==> src/rtl/pll_ctrl.sv <==
// pll_ctrl: bring-up and supervision controller for the alta_pllx PLL wrapper.
// Runs on the PLL reference clock. It sequences power-up, reset and lock
// acquisition, then qualifies lock stability before enabling the requested
// output clocks. Lock loss is retried; when the retries run out, the block
// latches a fault.
//
// Ports
//   clkin      reference clock (same net as the PLL clkin), only clock here
//   resetn     asynchronous active-low reset
//   en         controller enable, level sensitive
//   relock     single-cycle request to re-run reset/lock while in RUN
//   out_mask   requested output enables, bit n -> clkoutNen
//   lock       PLL lock, asynchronous, synchronized internally
//   pll_en     -> PLL pllen
//   pll_resetn -> PLL resetn
//   clkout_en  -> PLL clkout0en..clkout3en
//   ready      high only in RUN
//   fault      high only in FAULT
//   retries    consecutive failed-attempt count
module pll_ctrl #(
  parameter int unsigned RST_CYCLES    = 16,
  parameter int unsigned LOCK_TIMEOUT  = 4096,
  parameter int unsigned STABLE_CYCLES = 256,
  parameter int unsigned MAX_RETRY     = 3
) (
  input  logic       clkin,
  input  logic       resetn,
  input  logic       en,
  input  logic       relock,
  input  logic [3:0] out_mask,
  input  logic       lock,
  output logic       pll_en,
  output logic       pll_resetn,
  output logic [3:0] clkout_en,
  output logic       ready,
  output logic       fault,
  output logic [3:0] retries
);

  localparam int unsigned MAX_AB  = (RST_CYCLES > LOCK_TIMEOUT) ? RST_CYCLES : LOCK_TIMEOUT;
  localparam int unsigned MAX_ALL = (MAX_AB > STABLE_CYCLES) ? MAX_AB : STABLE_CYCLES;
  localparam int unsigned CW_RAW  = $clog2(MAX_ALL + 1);
  localparam int unsigned CNT_W   = (CW_RAW > 12) ? CW_RAW : 12;

  localparam logic [CNT_W-1:0] RST_LAST = CNT_W'(RST_CYCLES - 1);
  localparam logic [CNT_W-1:0] TO_LAST  = CNT_W'(LOCK_TIMEOUT - 1);
  localparam logic [CNT_W-1:0] STB_LAST = CNT_W'(STABLE_CYCLES - 1);
  localparam logic [3:0]       RETRY_LIMIT = 4'(MAX_RETRY);

  typedef enum logic [2:0] {
    S_OFF,
    S_RESET,
    S_WAIT_LOCK,
    S_STABLE,
    S_RUN,
    S_FAULT
  } state_t;

  state_t           state_q, state_nxt;
  logic [CNT_W-1:0] cnt_q, cnt_nxt;
  logic [1:0]       sync_q;
  logic             lock_s;
  logic             fail;
  logic [3:0]       retries_nxt;

  assign lock_s = sync_q[1];

  // Next-state logic. A failed attempt is an event rather than a state: it
  // bumps the retry count and redirects to RESET or FAULT on the same edge.
  always_comb begin
    state_nxt   = state_q;
    retries_nxt = retries;
    fail        = 1'b0;

    unique case (state_q)
      S_OFF: begin
        if (en) state_nxt = S_RESET;
      end
      S_RESET: begin
        if (cnt_q == RST_LAST) state_nxt = S_WAIT_LOCK;
      end
      S_WAIT_LOCK: begin
        if (cnt_q == TO_LAST) fail = 1'b1;
        else if (lock_s)      state_nxt = S_STABLE;
      end
      S_STABLE: begin
        if (!lock_s) begin
          fail = 1'b1;
        end else if (cnt_q == STB_LAST) begin
          state_nxt   = S_RUN;
          retries_nxt = '0;
        end
      end
      S_RUN: begin
        if (!lock_s)     fail = 1'b1;
        else if (relock) state_nxt = S_RESET;
      end
      S_FAULT: begin
        state_nxt = S_FAULT;
      end
      default: begin
        state_nxt = S_OFF;
      end
    endcase

    if (fail) begin
      retries_nxt = retries + 4'd1;
      state_nxt   = (retries_nxt == RETRY_LIMIT) ? S_FAULT : S_RESET;
    end

    // Disable overrides everything, including a simultaneous failure.
    if (!en) begin
      state_nxt   = S_OFF;
      retries_nxt = '0;
    end
  end

  // The counter only runs in timed states; it clears on every state change.
  always_comb begin
    cnt_nxt = cnt_q;
    if (state_nxt != state_q) begin
      cnt_nxt = '0;
    end else if (state_q inside {S_RESET, S_WAIT_LOCK, S_STABLE}) begin
      cnt_nxt = cnt_q + CNT_W'(1);
    end
  end

  always_ff @(posedge clkin or negedge resetn) begin
    if (!resetn) begin
      sync_q  <= '0;
      state_q <= S_OFF;
      cnt_q   <= '0;
      retries <= '0;
    end else begin
      sync_q  <= {sync_q[0], lock};
      state_q <= state_nxt;
      cnt_q   <= cnt_nxt;
      retries <= retries_nxt;
    end
  end

  // Outputs are decoded from the next state so they move on the same edge
  // as the state register.
  always_ff @(posedge clkin or negedge resetn) begin
    if (!resetn) begin
      pll_en     <= 1'b0;
      pll_resetn <= 1'b0;
      clkout_en  <= '0;
      ready      <= 1'b0;
      fault      <= 1'b0;
    end else begin
      pll_en     <= state_nxt inside {S_RESET, S_WAIT_LOCK, S_STABLE, S_RUN};
      pll_resetn <= state_nxt inside {S_WAIT_LOCK, S_STABLE, S_RUN};
      clkout_en  <= (state_nxt == S_RUN) ? out_mask : '0;
      ready      <= (state_nxt == S_RUN);
      fault      <= (state_nxt == S_FAULT);
    end
  end

endmodule

==> config.mk <==
export PLATFORM = sky130hd
export DESIGN_NAME = pll_ctrl
export DESIGN_NICKNAME = d
export VERILOG_FILES = /design/src/rtl/pll_ctrl.sv
export SDC_FILE = /design/constraint.sdc
export NUM_CORES = 1
export LEC_CHECK = 0
export CAP_MARGIN = 20
export CORE_AREA = 2 2 66 68
export DETAILED_ROUTE_END_ITERATION = 12
export DIE_AREA = 0 0 68 70
export GPL_ROUTABILITY_DRIVEN = 0
export GPL_TIMING_DRIVEN = 0
export PLACE_DENSITY = 0.63
export RECOVER_POWER = 50
export SYNTH_ARGS = -nofsm -noshare
export SYNTH_HDL_FRONTEND = slang
export SYNTH_SLANG_ARGS = --single-unit
==> constraint.sdc <==
create_clock -name clkin -period 2.5 [get_ports clkin]
set_input_delay 0.375 -clock clkin [delete_from_list [all_inputs] [get_ports clkin]]
set_output_delay 0.375 -clock clkin [all_outputs]
set_load 0.02 [all_outputs]
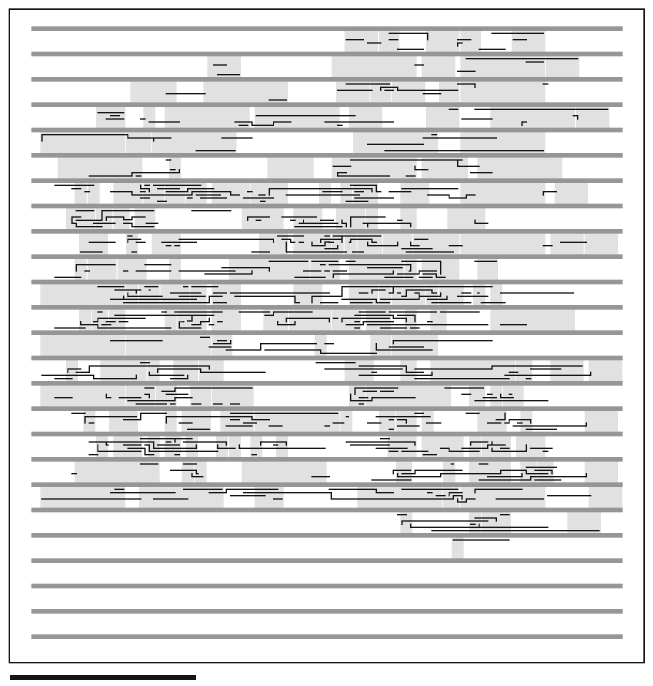
*Signal wires on met1, run 1*
Scale bar: 20 µm. Supply wires on this layer in grey. Cells faint in the background.
nets with wire on the layer: 176
main direction: horizontal
longest straight run: 17.9 µm
wire length on this layer: 1440 µm

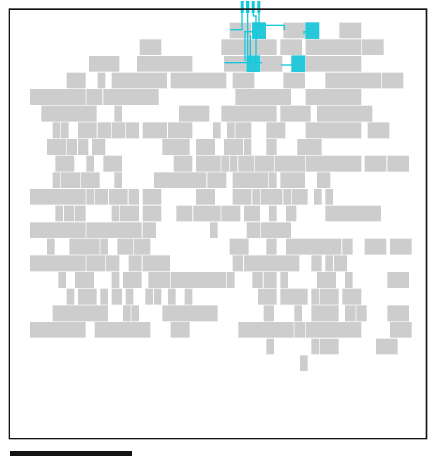
*Nets reached from selected ports, run 1*
Scale bar: 20 µm.
[cyan] out_mask | direction: input | edge: top | end cells: 4 | buffers: 4 | wire: 46.7 µm
Ports: 21
Buffers on Ports: 20

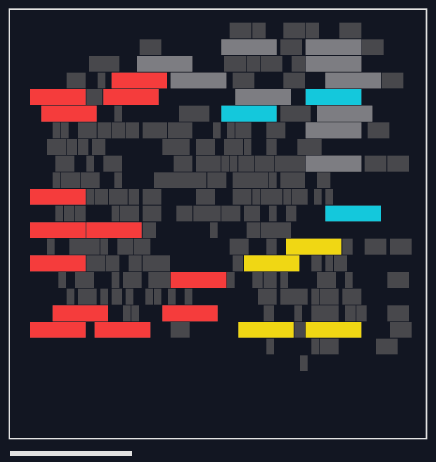
*Register map, names as in the netlist, run 1*
Scale bar: 20 µm. Other sequential cells in the stronger grey, the rest of the logic in the fainter grey.
[cyan] state_q | flops: 3
[red] cnt_q | flops: 13
[yellow] retries | flops: 4
not coloured: 10
post-route core utilization: 47.28%
seq pwr: 0.000503 W
FF/Latch Area: 750.7 µm²
sequential cell area share: 38.31%

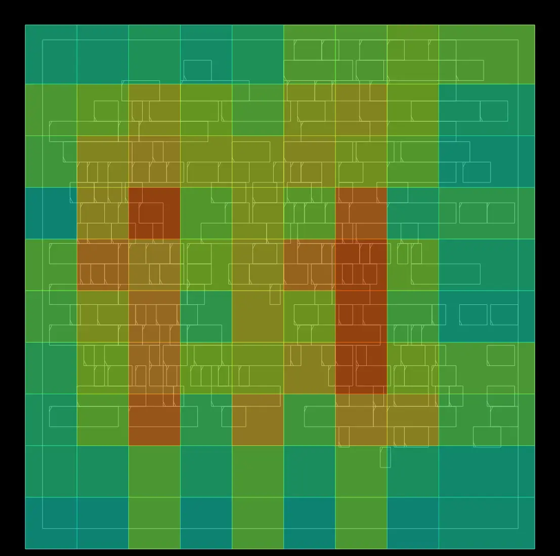
*Track usage over the die, run 1*
met2 usage: 24.70%
GRT Overall Usage: 14.95%

==> Changelog: implementation, run 1 <==
## Implementation

* Count of plain and timing-repair buffers at 25
* Global-route wire length before repair at 5.485 mm
* Post_cts resized at 1
* Grt met3 use at 4.509%
* R2r setup slk at 0.19 ns
* Synth warn at 0
* Clock Buffer Count at 6
* Adders+Majority by Area at 2.390%
* Setup Skew at 0.01181 ns
* Final WL at 3.163 mm
* Cts hold-fix bufs at 0
* Mapped Area at 1570 µm²
* Final worst-path cycle share at 92.51%
* # rows at 24
* Setup Viol. Count Final at 0
* Setup ws final at 0.1873 ns
* TritonCTS clock tree: done
* Status: finished, final reports clean
* Sw Ratio at 22.64%
* CP max-delay cell: dfrtp_1
* Full die area at 4760 µm²
* Vias in the first global route at 1261
* Slowest stage delay, CP at 0.40 ns
* DRT iter0 DRCs at 39
* Combinational power share at 6.7%
* Setup TNS at 0 ns
* CP Capture Type: flip-flop
* Flops at 30
* Worst Tran Pin Value at 0.8609 ns
* Critical-path maximum fanout at 10
* YS chip area at 1570 µm²
* Layout cells sized above 1 at 12.37%
* Top cell category: logic gates
* Via count at 1255
* Leak at 0.8537 nW
* Core area at 4144 µm²
* Global route total overflow at 0
### Signal wires by layer, run 1

Two of the layers only.
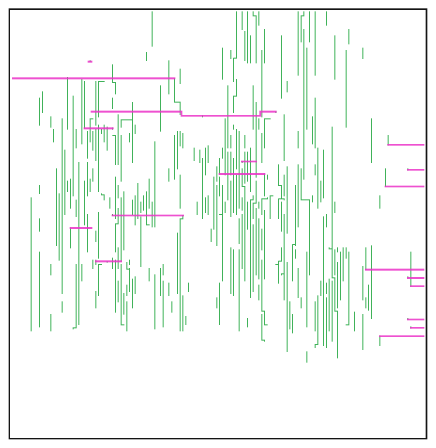

--- run 2 (diff from run 1) ---
--- a/config.mk
+++ b/config.mk
@@ -11,8 +11,8 @@
 export DIE_AREA = 0 0 68 70
 export GPL_ROUTABILITY_DRIVEN = 0
 export GPL_TIMING_DRIVEN = 0
-export PLACE_DENSITY = 0.63
-export RECOVER_POWER = 50
+export PLACE_DENSITY = 0.59
+export RECOVER_POWER = 25
 export SYNTH_ARGS = -nofsm -noshare
 export SYNTH_HDL_FRONTEND = slang
 export SYNTH_SLANG_ARGS = --single-unit
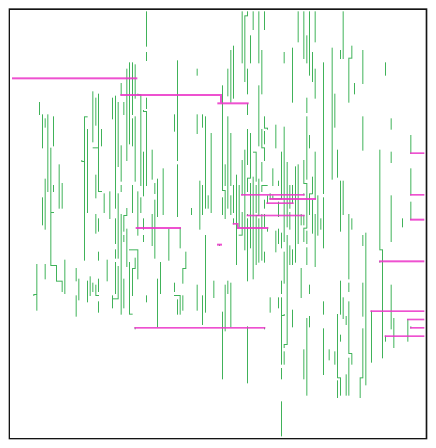
*Signal wires by layer, run 2*
Two of the layers only.
[green] M2 | wire length: 1580 µm
[magenta] M3 | wire length: 141 µm

==> Changelog: implementation, run 2 <==
## Implementation

* Adders+Majority by Area at 2.390%
* R2r setup slk at 0.15 ns
* Combinational power share at 6.7%
* Core area at 4144 µm²
* Buffers on Ports at 20
* Sw Ratio at 23.28%
* Yosys xor share at 7.809%
* Leak at 0.8526 nW
* Critical Path RT at 2.67 ns
* Sequential cell area share at 37.59%
* Seq pwr at 0.000505 W
* Global route total overflow at 0
* FF/Latch Area at 750.7 µm²
* Critical-path maximum fanout at 10
* Setup TNS at 0 ns
* Placed instance area at 1851 µm²
* Full die area at 4760 µm²
* Vias in the first global route at 1286
* Worst Tran Pin Value at 0.7981 ns
* # clock sinks at 30
* PwrDens at 486.2 nW/µm²
* Global-route wire length before repair at 5.809 mm
* Post_cts resized at 1
* Initial antenna violation count at 0
* Status: finished, final reports clean
* YS chip area at 1570 µm²
* Layout cells sized above 1 at 14.89%
* Cts hold-fix bufs at 0
* Mapped Area at 1570 µm²
* Setup Skew at 0.002884 ns
* Post-route core utilization at 48.19%
* Synth warn at 0
* Post-synth top flop: dfrtp_1
* Final worst-path cycle share at 93.86%
* Setup Viol. Count Final at 0
* AND-OR/OR-AND share of the synthesized area at 12.91%
* Met2 usage at 23.95%
* Flops at 30
* # rows at 24
* CP Capture Type: flip-flop
* Slowest stage delay, CP at 0.40 ns
* Clock Buffer Count at 6
* Die H at 70 µm
* TritonCTS clock tree: done
* Grt met3 use at 5.475%
* GRT Overall Usage at 16.10%
* Setup ws final at 0.1536 ns
* Top cell category: logic gates
* Via count at 1267
* Final WL at 3.277 mm
* Count of plain and timing-repair buffers at 27
* CP max-delay cell: dfrtp_1
### Register map, names as in the netlist, run 2

Scale bar: 20 µm. Other sequential cells in the stronger grey, the rest of the logic in the fainter grey.
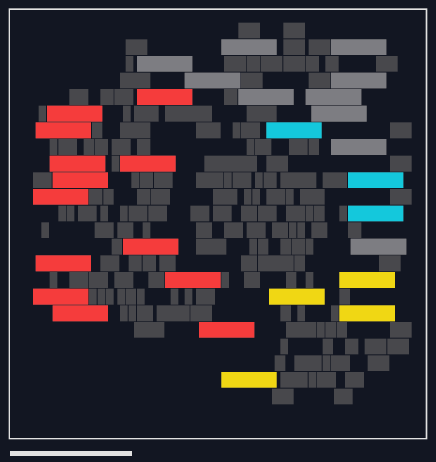

--- run 3 (diff from run 2) ---
--- a/config.mk
+++ b/config.mk
@@ -11,7 +11,7 @@
 export DIE_AREA = 0 0 68 70
 export GPL_ROUTABILITY_DRIVEN = 0
 export GPL_TIMING_DRIVEN = 0
-export PLACE_DENSITY = 0.59
+export PLACE_DENSITY = 0.65
 export RECOVER_POWER = 25
 export SYNTH_ARGS = -nofsm -noshare
 export SYNTH_HDL_FRONTEND = slang
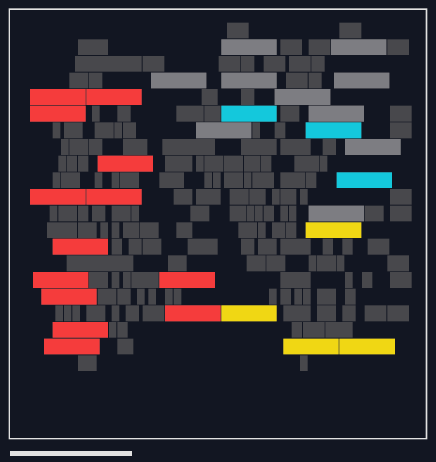
*Register map, names as in the netlist, run 3*
Scale bar: 20 µm. Other sequential cells in the stronger grey, the rest of the logic in the fainter grey.
[red] cnt_q | flops: 13
[cyan] state_q | flops: 3
[yellow] retries | flops: 4 | where: bottom right
not coloured: 10

==> Changelog: implementation, run 3 <==
## Implementation

* Grt met3 use at 4.831%
* Buffers on Ports at 20
* R2r setup slk at 0.17 ns
* Global-route wire length before repair at 5.630 mm
* Worst Tran Pin Value at 0.9102 ns
* Core area at 4144 µm²
* Slowest stage delay, CP at 0.57 ns
* FF/Latch Area at 750.7 µm²
* Setup Viol. Count Final at 0
* Cts hold-fix bufs at 0
* Count of plain and timing-repair buffers at 26
* Critical-path maximum fanout at 10
* Post-CTS setup buffer count at 0
* Final WL at 3.335 mm
* Setup Skew at 0.01099 ns
* Number of cells in Yosys stat at 156
* Yosys xor share at 7.809%
* AND-OR/OR-AND share of the synthesized area at 12.91%
* Combinational power share at 5.3%
* GRT Overall Usage at 15.86%
* Vias in the first global route at 1263
* CP Capture Type: flip-flop
* Clock Buffer Count at 6
* Post_cts resized at 1
* Full die area at 4760 µm²
* Commonest cells after routing, fill and taps aside: 30 x dfrtp_1, 23 x nor2_1, 18 x clkdlybuf4s50_1
* Placed instance area at 1863 µm²
* Simple share at 25.50%
* Commonest cells in the netlist: 30 x dfrtp_1, 23 x nor2_1, 11 x nand2_1
* Clock-cell share at 7.068%
* Clock Power at 0.000614 W
* Sw Ratio at 19.85%
* PwrDens at 585.5 nW/µm²
* # clock sinks at 30
* Mapped Area at 1570 µm²
* Critical Path RT at 2.67 ns
* Flops at 30
* Initial antenna violation count at 0
* Layout cells sized above 1 at 13.37%
* Post-synth top flop: dfrtp_1
* YS chip area at 1570 µm²
* Global route total overflow at 0
* CP max-delay cell: or4_4
* Setup TNS at 0 ns
* Post-route core utilization at 48.70%
* Via count at 1268
* TritonCTS clock tree: done
* P_sw at 0.0002346 W
* Comb group at 0.0000625 W
* Critical Path AT at 2.49 ns
* Adders+Majority by Area at 2.390%
* Post-route ant nets at 0
* Seq pwr at 0.000505 W
* # rows at 24
* Ports at 21
* H-Tree Depth at 2
* Met2 usage at 23.95%
* Status: finished, final reports clean
* Die H at 70 µm
* Leak at 0.8740 nW
* DRT iter0 DRCs at 90
* Top cell category: logic gates
* Worst Path Buf+Inv at 1
* Setup ws final at 0.1731 ns
* Synth warn at 0
* Area Growth Syn to Fin at 28.53%
* Worst VDD drop at 0.4556 mV
* Final worst-path cycle share at 93.07%
* Sequential cell area share at 37.20%
Power and IR drop assume default switching activity.
